==> config.mk <==
export PLATFORM = sky130hd
export DESIGN_NAME = mem_bus_responder_flat
export DESIGN_NICKNAME = d
export VERILOG_FILES = /design/src/rtl/mem_bus_responder_pkg.sv /design/src/rtl/mem_bus_responder_if.sv /design/src/rtl/mem_bus_responder_hram.sv /design/src/rtl/mem_bus_responder.sv /design/src/flat_wrapper.sv
export SDC_FILE = /design/constraint.sdc
export NUM_CORES = 1
export LEC_CHECK = 0
export CAP_MARGIN = 20
export CORE_AREA = 2 2 307 309
export DETAILED_ROUTE_END_ITERATION = 16
export DIE_AREA = 0 0 309 311
export PLACE_DENSITY = 0.74
export SLEW_MARGIN = 0
export SYNTH_ARGS = -nofsm -noshare
export SYNTH_HDL_FRONTEND = slang
export SYNTH_SLANG_ARGS = --single-unit
==> constraint.sdc <==
create_clock -name clk -period 2.99 [get_ports clk]
set_clock_uncertainty 0.2 [all_clocks]
set_input_delay 0.897 -clock clk [delete_from_list [all_inputs] [get_ports clk]]
set_output_delay 0.897 -clock clk [all_outputs]
set_load 0.05 [all_outputs]
Figure 1. Met1 routing (run 1).
Scale bar: 100 um. Cells faint in the background.
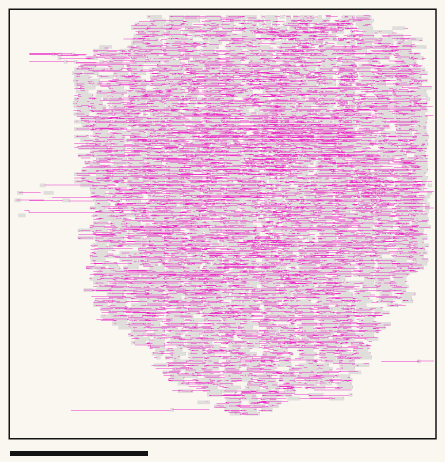
longest straight run = 72.2 um
wire length on this layer = 41.9 mm
routed wire length: 108 mm
via count: 23.5k
met1 demand-to-capacity share in global routing: 0.309

Figure 2. Signal wires on met2 (run 1).
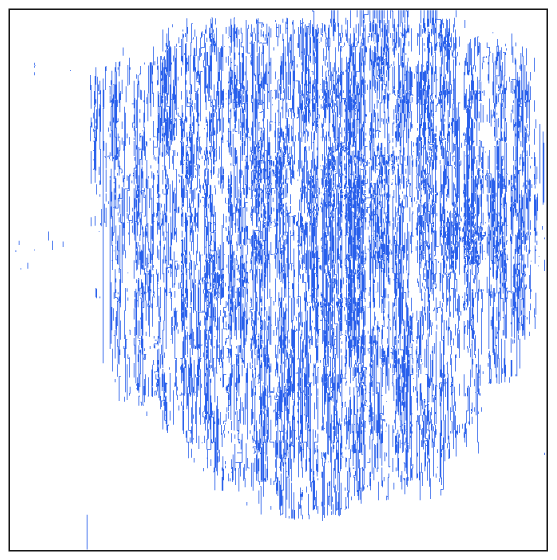
longest straight run = 147 um
wire length on this layer = 53.0 mm
met2 Usage GRT: 0.360

Figure 3. M3 wires (run 1).
Scale bar: 100 um.
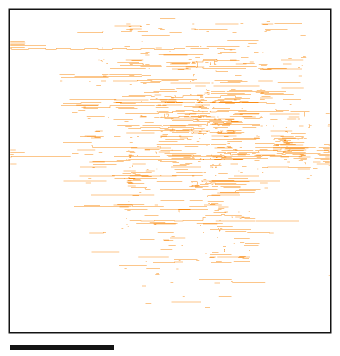
wire length on this layer = 9,600 um
nets with wire on the layer = 463
share of all routed wire = 8.9%
longest straight run = 93.2 um
main direction = horizontal
M3 GR Usage: 0.0400

Figure 4. Metal 4 (run 1).
Scale bar: 100 um.
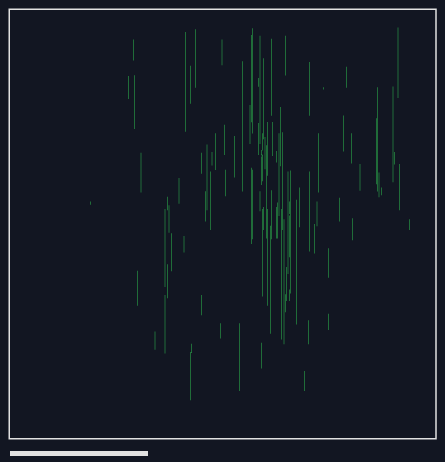
nets with wire on the layer = 72
main direction = vertical
wire length on this layer = 3,440 um

==> notes.org <==
* Flow results

** Clocking
- The H-tree was split into 3 levels.
- CTS clk-pin slew, worst paths :: 0.07 ns
- Root Buffer Master :: clkbuf_16
- In this run, CTS created clock tree buffers numbering 100.
- As reported, the later end of the worst-skew pair has a clock insertion delay of around 0.67 ns.
- In this run, post-CTS repair resized a total of between 40 and 50 instances.
- TritonCTS built the clock tree.
- Per the CTS log, the buffer count on the longest clock path is 3.
- Number of hold buffers added after cts :: 0
- The number of clock sinks came to 1,064.
- Post-CTS Setup Inserts :: 6

** Outcome
- The run finished with clean final reports.

** Floorplanning
- Floorplan Core Area :: 92,800 sq um
- Row generation in the floorplan step produced ~110 rows.
- Chip area :: approximately 96,000 sq um
- Top Ports :: roughly 70
- The die is roughly 310 um wide.
- Die y size :: 311 um
- Effective utilization at floorplan :: 0.447

** Route
- Total DRC errors in the routed layout :: 0
- For this run, the detailed router's first-pass iteration total came to 6.
- After detailed routing, the number of vias per cell comes to between 5 and 6.
- The routed design shows a wire length per standard cell of 27.5 um.
- Number of antenna-violating nets in the routed design :: 0
- Number of DRC markers after the initial detailed-route iteration :: between 3k and 4k

** STA
- Setup violations, final :: 0
- Headroom to the max-slew limit :: 0.451
- In the final report, the number of pins over their slew limit comes to 0.
- In the finished design, the share of the clock period the worst path needs comes to 0.998.
- Count of endpoints failing hold in the final timing report :: 0
- Adding up every negative setup slack in the final design gives 0 ns.
- Maximum clock frequency :: 0.335 GHz
- Slew of the pin with the lowest slew margin :: between 0.8 and 0.9 ns
- Min Tclk post-route :: about 3.0 ns

** Place
- Routability congestion estimate from global placement :: roughly 0.94
- Placed Cells incl. Taps :: about 3.7k
- Post-DP HPWL :: approximately 70 mm
- Count of input and output buffers :: 71

** Synth
- Synthesized area :: just over 40,000 sq um
- The share of synthesized area in the top cell type comes to 0.735.
- Per the Yosys statistics, synthesis produced 2,104 cells.
- Of all flip-flops after synthesis, the portion carrying an async set or reset was 0.0451.
- Flip-flops with a built-in enable :: just over 1k
- Among all flip-flop cells after synthesis, the most frequent one is edfxtp_1.
- Synthesized net count :: 2,147
- In the post-synthesis netlist, the cell with the most instances is edfxtp_1.
- Number of instances in the synthesized netlist :: between 2k and 2.5k
- Synthesis inferred 1,064 register bits.
- The cell type that accounts for the most area after synthesis is edfxtp_1.
- Sequential cell area fraction in the yosys report :: 0.764
- Post-synthesis, Yosys gives the total cell area as roughly 41,000 sq um.
- Sorting the synthesized cells by area gives the leading types as edfxtp_1 74%, mux4_2 12%, dfrtp_1 2.9%.
- In this run, distinct cell masters in the synthesized netlist total approximately 67.
- Mapped Avg Cell Area :: 19.7 sq um
- Cell types with the highest counts after synthesis :: 1,016 x edfxtp_1, 218 x mux4_2, 156 x nor2_1
- Yosys printed 0 warnings.

** Worst setup path
- STA classifies the critical path startpoint as an input pin.
- Walking the worst path, the cells encountered are clkdlybuf4s50_1 > ha_4 > a2111oi_4 > buf_4 > nor4_4 > buf_6 > buf_12 > buf_4 > nand3_1 > buf_4 > nor2_1 > buf_4.
- Critical path data required time :: about 3.2 ns
- Slowest stage delay, CP :: around 0.54 ns
- Top fanout value on the critical path :: 8
- Capturing element type of the critical path :: register
- CP most frequent cell :: buf_4
- Data arrival time of the critical path :: ~3.2 ns
- Setup slack, reg-to-reg :: 0.21 ns
- The critical path is of the in -> reg type.
- Reg2Reg Depth :: 11
- Master of the slowest instance on the critical path :: clkdlybuf4s50_1

** Power
- For this design the static power due to leakage is between 15 and 20 nW.
- Largest vdd supply drop :: just under 0.5 mV
- The script computed a power per unit cell area of around 640 nW/um^2.

** Cells and area
- Area added between synthesis and finish :: 25.3%
- The layout summary lists the proportion of cells stronger than drive strength 1 as 0.366.
- The register with the most flip-flops in the layout has ~1.0k of them.
- Top cells excl fill/tap :: 1,016 x edfxtp_1, 312 x buf_4, 218 x mux4_2, 119 x buf_12, 104 x nand2_1
- Across the whole layout, storage elements account for 31,700 sq um.
- Most common cell after layout, fill and taps aside :: edfxtp_1
- Filler-free cell count of the finished design :: just under 4k
- In the final layout, the multi-input gates occupy between 9000 and 10,000 sq um.
- The final antenna diode tally reported by the flow is 0.
- Counting the fill cells in the layout gives around 6.7k.
- At the end of the flow the core is filled with cells to 0.560.
- Nets :: 2,629

** Global routing
- First-pass GRT wire length :: 158 mm
- The number of global-route vias before repair is between 20k and 25k.
- Maximum number of pins on one net before global-route repair :: 99
- Congestion Overflow GR :: 0
- Antenna violations before repair :: 2
- Total Routing Usage GR :: 0.223

** Worst hold path
- In this run the worst hold path is classified as in -> async.

** Flow run
- Max-cap check violation count :: 0
- The number of warnings reported in the stage logs is 35.
## run 1: worst max-delay path: cells and delay by family
kind,cells,cell delay [ns]
buf+inv,7,1.49
simple gates,3,0.49
compound gates,1,0.08
fa+ha+maj,1,0.20
## run 1: report_power, final
group	leakage [nW]	switching, mW	internal [mW]	total, mW
sequential	9.73	0.184	16.6	16.7
clock	1.64	5.54	7.44	13.0
combinational	5.90	2.36	1.35	3.72
total	17.3	8.08	25.4	33.4
## run 1: routing by layer
layer / share of wire / wire, um / up-vias / track usage
li1: - / - / 9663 / -
met1: 0.39 / 41900 / 12200 / 0.309
met2: 0.49 / 53000 / 1410 / 0.360
met3: 0.089 / 9600 / 225 / 0.0400
met4: 0.032 / 3440 / 4 / 0.0747
met5: 0.00025 / 27 / - / 0
## run 1: per-stage QoR
stage	instance area (sq um)	setup slack [ns]	power, mW	hold slack [ns]
final	52000	0.00680	33.4	0.138
after global routing	52000	-0.0501	34.3	0.177
after CTS	51600	-0.0124	33.5	0.135
after detailed placement	48100	-1.12	20.7	0.266
after global placement	48100	-0.932	20.6	0.260
after floorplan	42100	-0.375	19.1	0.265
## run 1: kinds of logic after synthesis
group / Yosys count / synth area share
XOR/XNOR: 1 / 0.000211
multiplexers: 277 / 0.133
AND/OR/NAND/NOR: 348 / 0.0368
buffers and inverters: 135 / 0.0147
adder cells (fa/ha/maj): 7 / 0.00211
flip-flops: 1064 / 0.764
AND-OR/OR-AND: 272 / 0.0486
## run 1: layout make-up
| cell class | instances | area share |
|---|---|---|
| inverters | 12 | 0.000867 |
| repair buffers | 503 | 0.105 |
| multi-input cells | 905 | 0.189 |
| well taps | 1254 | 0.0302 |
| clock buffers | 115 | 0.0504 |
| clock inverters | 70 | 0.0144 |
| flip-flops and latches | 1064 | 0.610 |
Power figures rest on the tool's default switching activity, not on a simulated workload.
